==> run_1/cell_classes.png <==
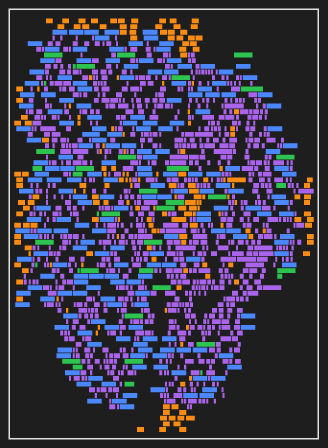
==> run_1/drive_strength.png <==
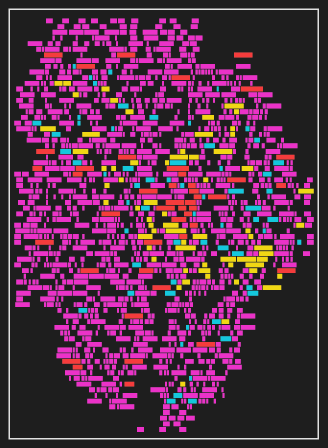
==> run_1/port_nets.png <==
The bar under the picture is 50 µm long.
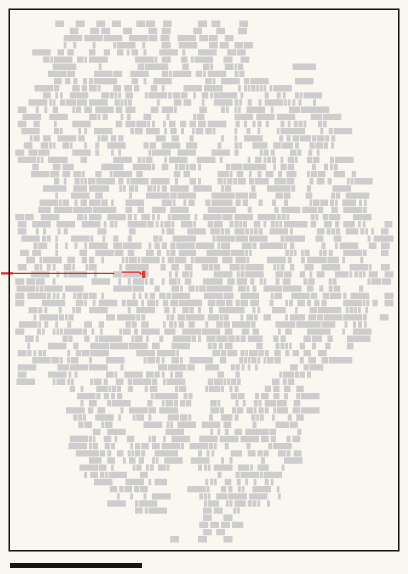
==> config.mk <==
export PLATFORM = sky130hd
export DESIGN_NAME = vppm_rx_ctrl
export DESIGN_NICKNAME = d
export VERILOG_FILES = /design/src/rtl/vppm_rx_ctrl.sv
export SDC_FILE = /design/constraint.sdc
export NUM_CORES = 1
export LEC_CHECK = 0
export CORE_ASPECT_RATIO = 1.4
export CORE_MARGIN = 1.5
export CORE_UTILIZATION = 35
export DETAILED_ROUTE_END_ITERATION = 6
export GPL_TIMING_DRIVEN = 0
export PLACE_DENSITY_LB_ADDON = 0.25
export SYNTH_ARGS = -nofsm -noshare
export SYNTH_HDL_FRONTEND = slang
export SYNTH_SLANG_ARGS = --single-unit
==> constraint.sdc <==
create_clock -name clk -period 2.8 [get_ports clk]
set_clock_uncertainty 0.05 [all_clocks]
set_input_delay 0.84 -clock clk [delete_from_list [all_inputs] [get_ports clk]]
set_output_delay 0.84 -clock clk [all_outputs]
set_load 0.01 [all_outputs]
==> out/qor.txt, run 1 <==
Slew HR -> 54.8%
Fin Setup TNS -> 0 ns
Main flop type -> dfxtp_1
Placement Rows -> 73
Static leakage -> 4.83 nW
Clk sink count -> 201
Total power -> 7.53 mW
Yosys top cell area share -> 39.4%
CP max FO -> 6
Maxcap violations -> 0
Power Density -> 573 nW/µm²
Leading area contributor after synthesis -> dfxtp_1
Final period util -> 98.3%
Arr. time, crit path -> 3.12 ns
Max Clock Freq -> 363 MHz
OpenROAD warnings -> 29
Non-Filler Instances -> 1803
Hold Path Cell Cnt -> 2
Post-synthesis cell count -> 1274
Antenna Nets Post-Route -> 0
Outcome -> complete, no violations
Setup violators final -> 0
Worst setup EP type -> register
Floorplan Nets -> 1351
Die width -> 147 µm
H-tree levels -> 1
Fp_density -> 35.7%
Yosys Instances -> 1274
Cell Type Count -> 67
Via count -> 9590
Notes on cell_classes.png above:
- green: clock drivers and dummy loads (cells 38)
- orange: other buffers and delay cells (cells 184)
- purple: all other logic (cells 1005)
- blue: flip-flops (cells 201)
post-layout util: 46.0%
post-route cell area: 13100 µm²
sequential share of cell area: 30.7%

Notes on drive_strength.png above:
- magenta: drive 1 or less (cells 1259; share 88%)
- yellow: drive 3 to 4 (cells 65; share 4.6%)
- cyan: drive 2 (cells 60; share 4.2%)
- red: drive 6 and up (cells 44; share 3.1%)
Signal buffers: 184
post-route setup slack: 0.0480 ns
area added between synthesis and finish: 28.6%

Notes on port_nets.png above:
- red: `start` (bits 1; direction input; end cells 1; buffers 1; wire 47.7 µm)
Buffers on Ports: 89
IO Pins: 90

run 1: per-stage QoR:
step	setup slack, ns	utilization [%]	hold slack (ns)
after floorplan	0.0277	-	0.386
after CTS	0.00334	44.7	0.408
final	0.0480	46.0	0.405
after global routing	-0.0527	46.0	0.425
after global placement	-1.94	40.5	0.395
after detailed placement	-1.92	40.5	0.399
run 1: layout by cell type, fill, tap and decap left out, types with 10 or more instances in the layout:
cell,n
clkbuf_2,11
nand4_1,25
nand2b_1,13
and3_1,11
a21o_1,15
nor3_1,19
clkdlybuf4s50_1,84
a21oi_1,73
xor2_1,44
o21ai_1,11
clkbuf_16,24
buf_4,26
a22oi_1,19
dfxtp_1,198
ha_1,26
o21ai_0,24
nor2_1,154
a32oi_1,15
xnor2_1,49
o22ai_1,13
clkbuf_1,44
inv_1,46
nor2b_1,10
nand3_1,77
a211oi_1,29
nand2_1,170
run 1: what timing repair did:
item,4_1_cts,5_1_grt
hold buffers,0,0
endpoints found under the setup margin,106,105
buffers inserted,23,10
gates resized,72,84
cloned,2,2
pin swaps,13,37
endpoints found under the hold margin,0,0
run 1: layout make-up:
class	count	area share, %
Clock buffer	33	5.05
Timing Repair Buffer	124	9.17
Buffer	60	2.18
Sequential cell	201	30.7
Tap cell	375	3.57
Clock inverter	5	0.705
Multi-Input combinational cell	957	47.3
Inverter	48	1.39
run 1: per-layer routing:
metal | up-vias | track usage [%] | part of all wire (%)
met5 | - | 0 | 0
met4 | 0 | 8.29 | 4.0
met3 | 69 | 3.23 | 4.0
met2 | 196 | 34.7 | 50
met1 | 4550 | 21.4 | 42
li1 | 4775 | - | -
run 1: report_power, final:
group          leakage, nW  internal, mW  total [mW]  switching, mW
Clock                0.367          1.83        3.04           1.21
Combinational         2.84         0.712        1.55          0.843
Sequential            1.62          2.90        2.94         0.0371
Total                 4.83          5.44        7.53           2.09
run 1: cell families after synthesis:
logic type	Yosys count	share of synthesized area, %
and+or+nand+nor	555	25.5
AOI/OAI and AO/OA	261	17.1
DFF	201	39.4
buffers and inverters	116	4.32
xor gates and xnor gates	95	8.14
adders and majority gates	39	4.85
muxes	7	0.686
run 1: critical path: cells and delay by family (launching register included):
| kind | cells | cell delay (ns) |
|---|---|---|
| compound gates | 5 | 0.82 |
| xor+xnor | 1 | 0.16 |
| fa+ha+maj | 2 | 0.51 |
| buf+inv | 4 | 0.47 |
| flops | 1 | 0.37 |
| simple gates | 2 | 0.25 |
==> run_1/density.png <==
15 x 21 tiles, from black (low) to pale yellow (high), 0 to 100% covered.
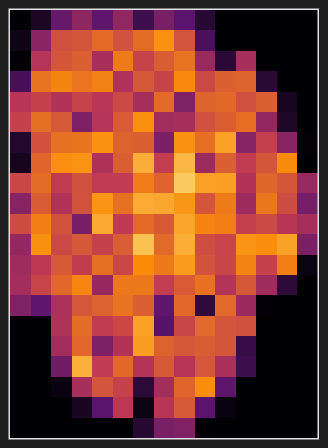

--- run 2 (diff from run 1) ---
--- a/config.mk
+++ b/config.mk
@@ -6,7 +6,6 @@
 export NUM_CORES = 1
 export LEC_CHECK = 0
 export CORE_ASPECT_RATIO = 1.4
-export CORE_MARGIN = 1.5
 export CORE_UTILIZATION = 35
 export DETAILED_ROUTE_END_ITERATION = 6
 export GPL_TIMING_DRIVEN = 0
==> run_2/density.png <==
15 x 20 tiles, from black (low) to pale yellow (high), 0 to 100% covered.
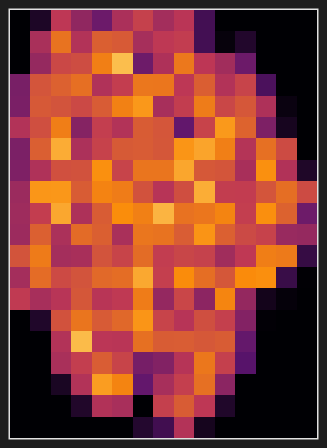
- nearly empty tiles: 21%
- tiles over 75% full: 7.7%
- mean over tiles: 42%
fp_density: 35.7%
area of the core: 28600 µm²

==> run_2/port_nets.png <==
The bar under the picture is 50 µm long.
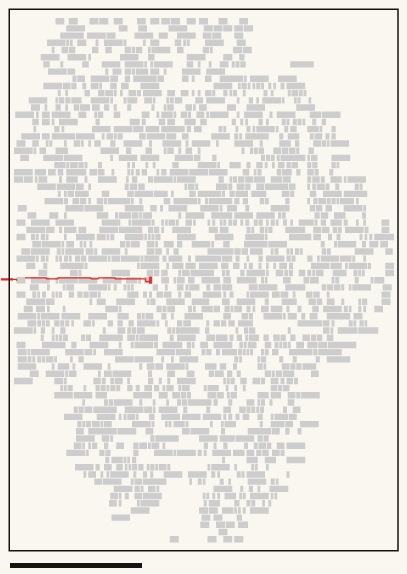
- red: `start` (bits 1; direction input; end cells 1; buffers 1; wire 52.7 µm)

==> run_2/cell_classes.png <==
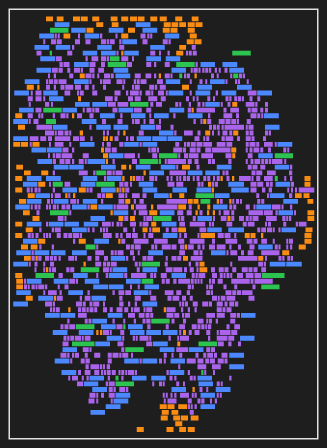
- green: clock drivers and dummy loads (cells 39)
- blue: flip-flops (cells 201)
- orange: other buffers and delay cells (cells 172)
- purple: all other logic (cells 1005)
post-layout util: 45.5%
post-route cell area: 13000 µm²

==> run 2 against run 1 <==
The run now ends with setup timing left. Sequential cell count unchanged. Maximum frequency down 1.8%. Via count shrank 1.7%. Global-route usage is 0.084 points lower. Die size is 1.2% lower. Non-clock buffer count down 12. Count of clock-buffer cells in the layout down 1. First-iteration DRC count increased by 1.5%. Sequential share of layout area rose by 0.35 points. Combinational power fell by 8%. Final cell count is 0.61% lower. Largest power group unchanged.
==> out/qor.txt, run 2 <==
Power Density -> 566 nW/µm²
Setup violators final -> 2
Buffers on Ports -> 89
GR Util met1 -> 21.6%
Switching portion of total power -> 27.9%
Non-Filler Instances -> 1792
IO Pins -> 90
Busiest grt layer -> met2
Routing usage on met3 -> 2.88%
Grt met2 use -> 34.7%
Yosys top cell area share -> 39.4%
Max Clock Freq -> 357 MHz
Failing checks -> setup timing
Area added between synthesis and finish -> 27.4%
Hold Slack -> 0.402 ns
Placement Setup Slack -> -1.98 ns
Post-route setup slack -> -0.00116 ns
Static leakage -> 4.75 nW
Pint -> 5.31 mW
Via count -> 9425
H-tree levels -> 1
Outcome -> finished with violations
Comb power frac -> 19.4%
Stages on worst setup path -> 11
Clk sink count -> 201
Hold Path Cell Cnt -> 2
Top delay family on crit path -> AND-OR/OR-AND gates
Yosys Instances -> 1274
==> run 2: kinds of logic after synthesis <==
group | after synthesis | synth area share, %
simple gates | 555 | 25.5
flops | 201 | 39.4
mux | 7 | 0.686
fa+ha+maj | 39 | 4.85
buf+inv | 116 | 4.32
xor+xnor | 95 | 8.14
compound gates | 261 | 17.1
==> run 2: worst register-to-register path, stage by stage, from the launching register on <==
cell and delay (ns):
dfxtp_2 0.39, ha_4 0.25, and3_4 0.21, a221oi_4 0.31, o2111a_2 0.28, nor3_4 0.05
a211oi_4 0.25, buf_12 0.16, xor2_4 0.33, buf_2 0.28, nand3_1 0.10, nand3_1 0.10
==> run 2: timing repair <==
action                                  4_1_cts  5_1_grt
pin swaps                                    12       42
buffers inserted                             19        7
resized                                      69       76
cloned                                        1        2
endpoints found under the setup margin      106      104
endpoints found under the hold margin         0        0
==> run 2: area by class of cell <==
type                    instances  area [µm²]
inverters                      48         180
clock inverters                 7        98.8
clock buffers                  32         648
repair buffers                112        1080
well taps                     375         469
multi-input cells             957        6220
flip-flops and latches        201        4040
fillers                      2820       15600
plain buffers                  60         275
==> run 2: metal layers <==
| metal | share of wire (%) | wire [µm] |
|---|---|---|
| met3 | 4.4 | 1260 |
| met1 | 42 | 12000 |
| met5 | 0 | 0 |
| met4 | 3.6 | 1030 |
| met2 | 50 | 14400 |
==> run 2: power by group through the flow <==
stage	clock network, mW	registers, mW	logic (mW)
after floorplan	0	3.00	0.822
after global placement	0	3.00	1.15
after detailed placement	0	3.00	1.15
after CTS	3.07	2.94	1.34
after global routing	3.19	2.94	1.56
final	2.99	2.94	1.43
Power is estimated from default activity; no workload was simulated.
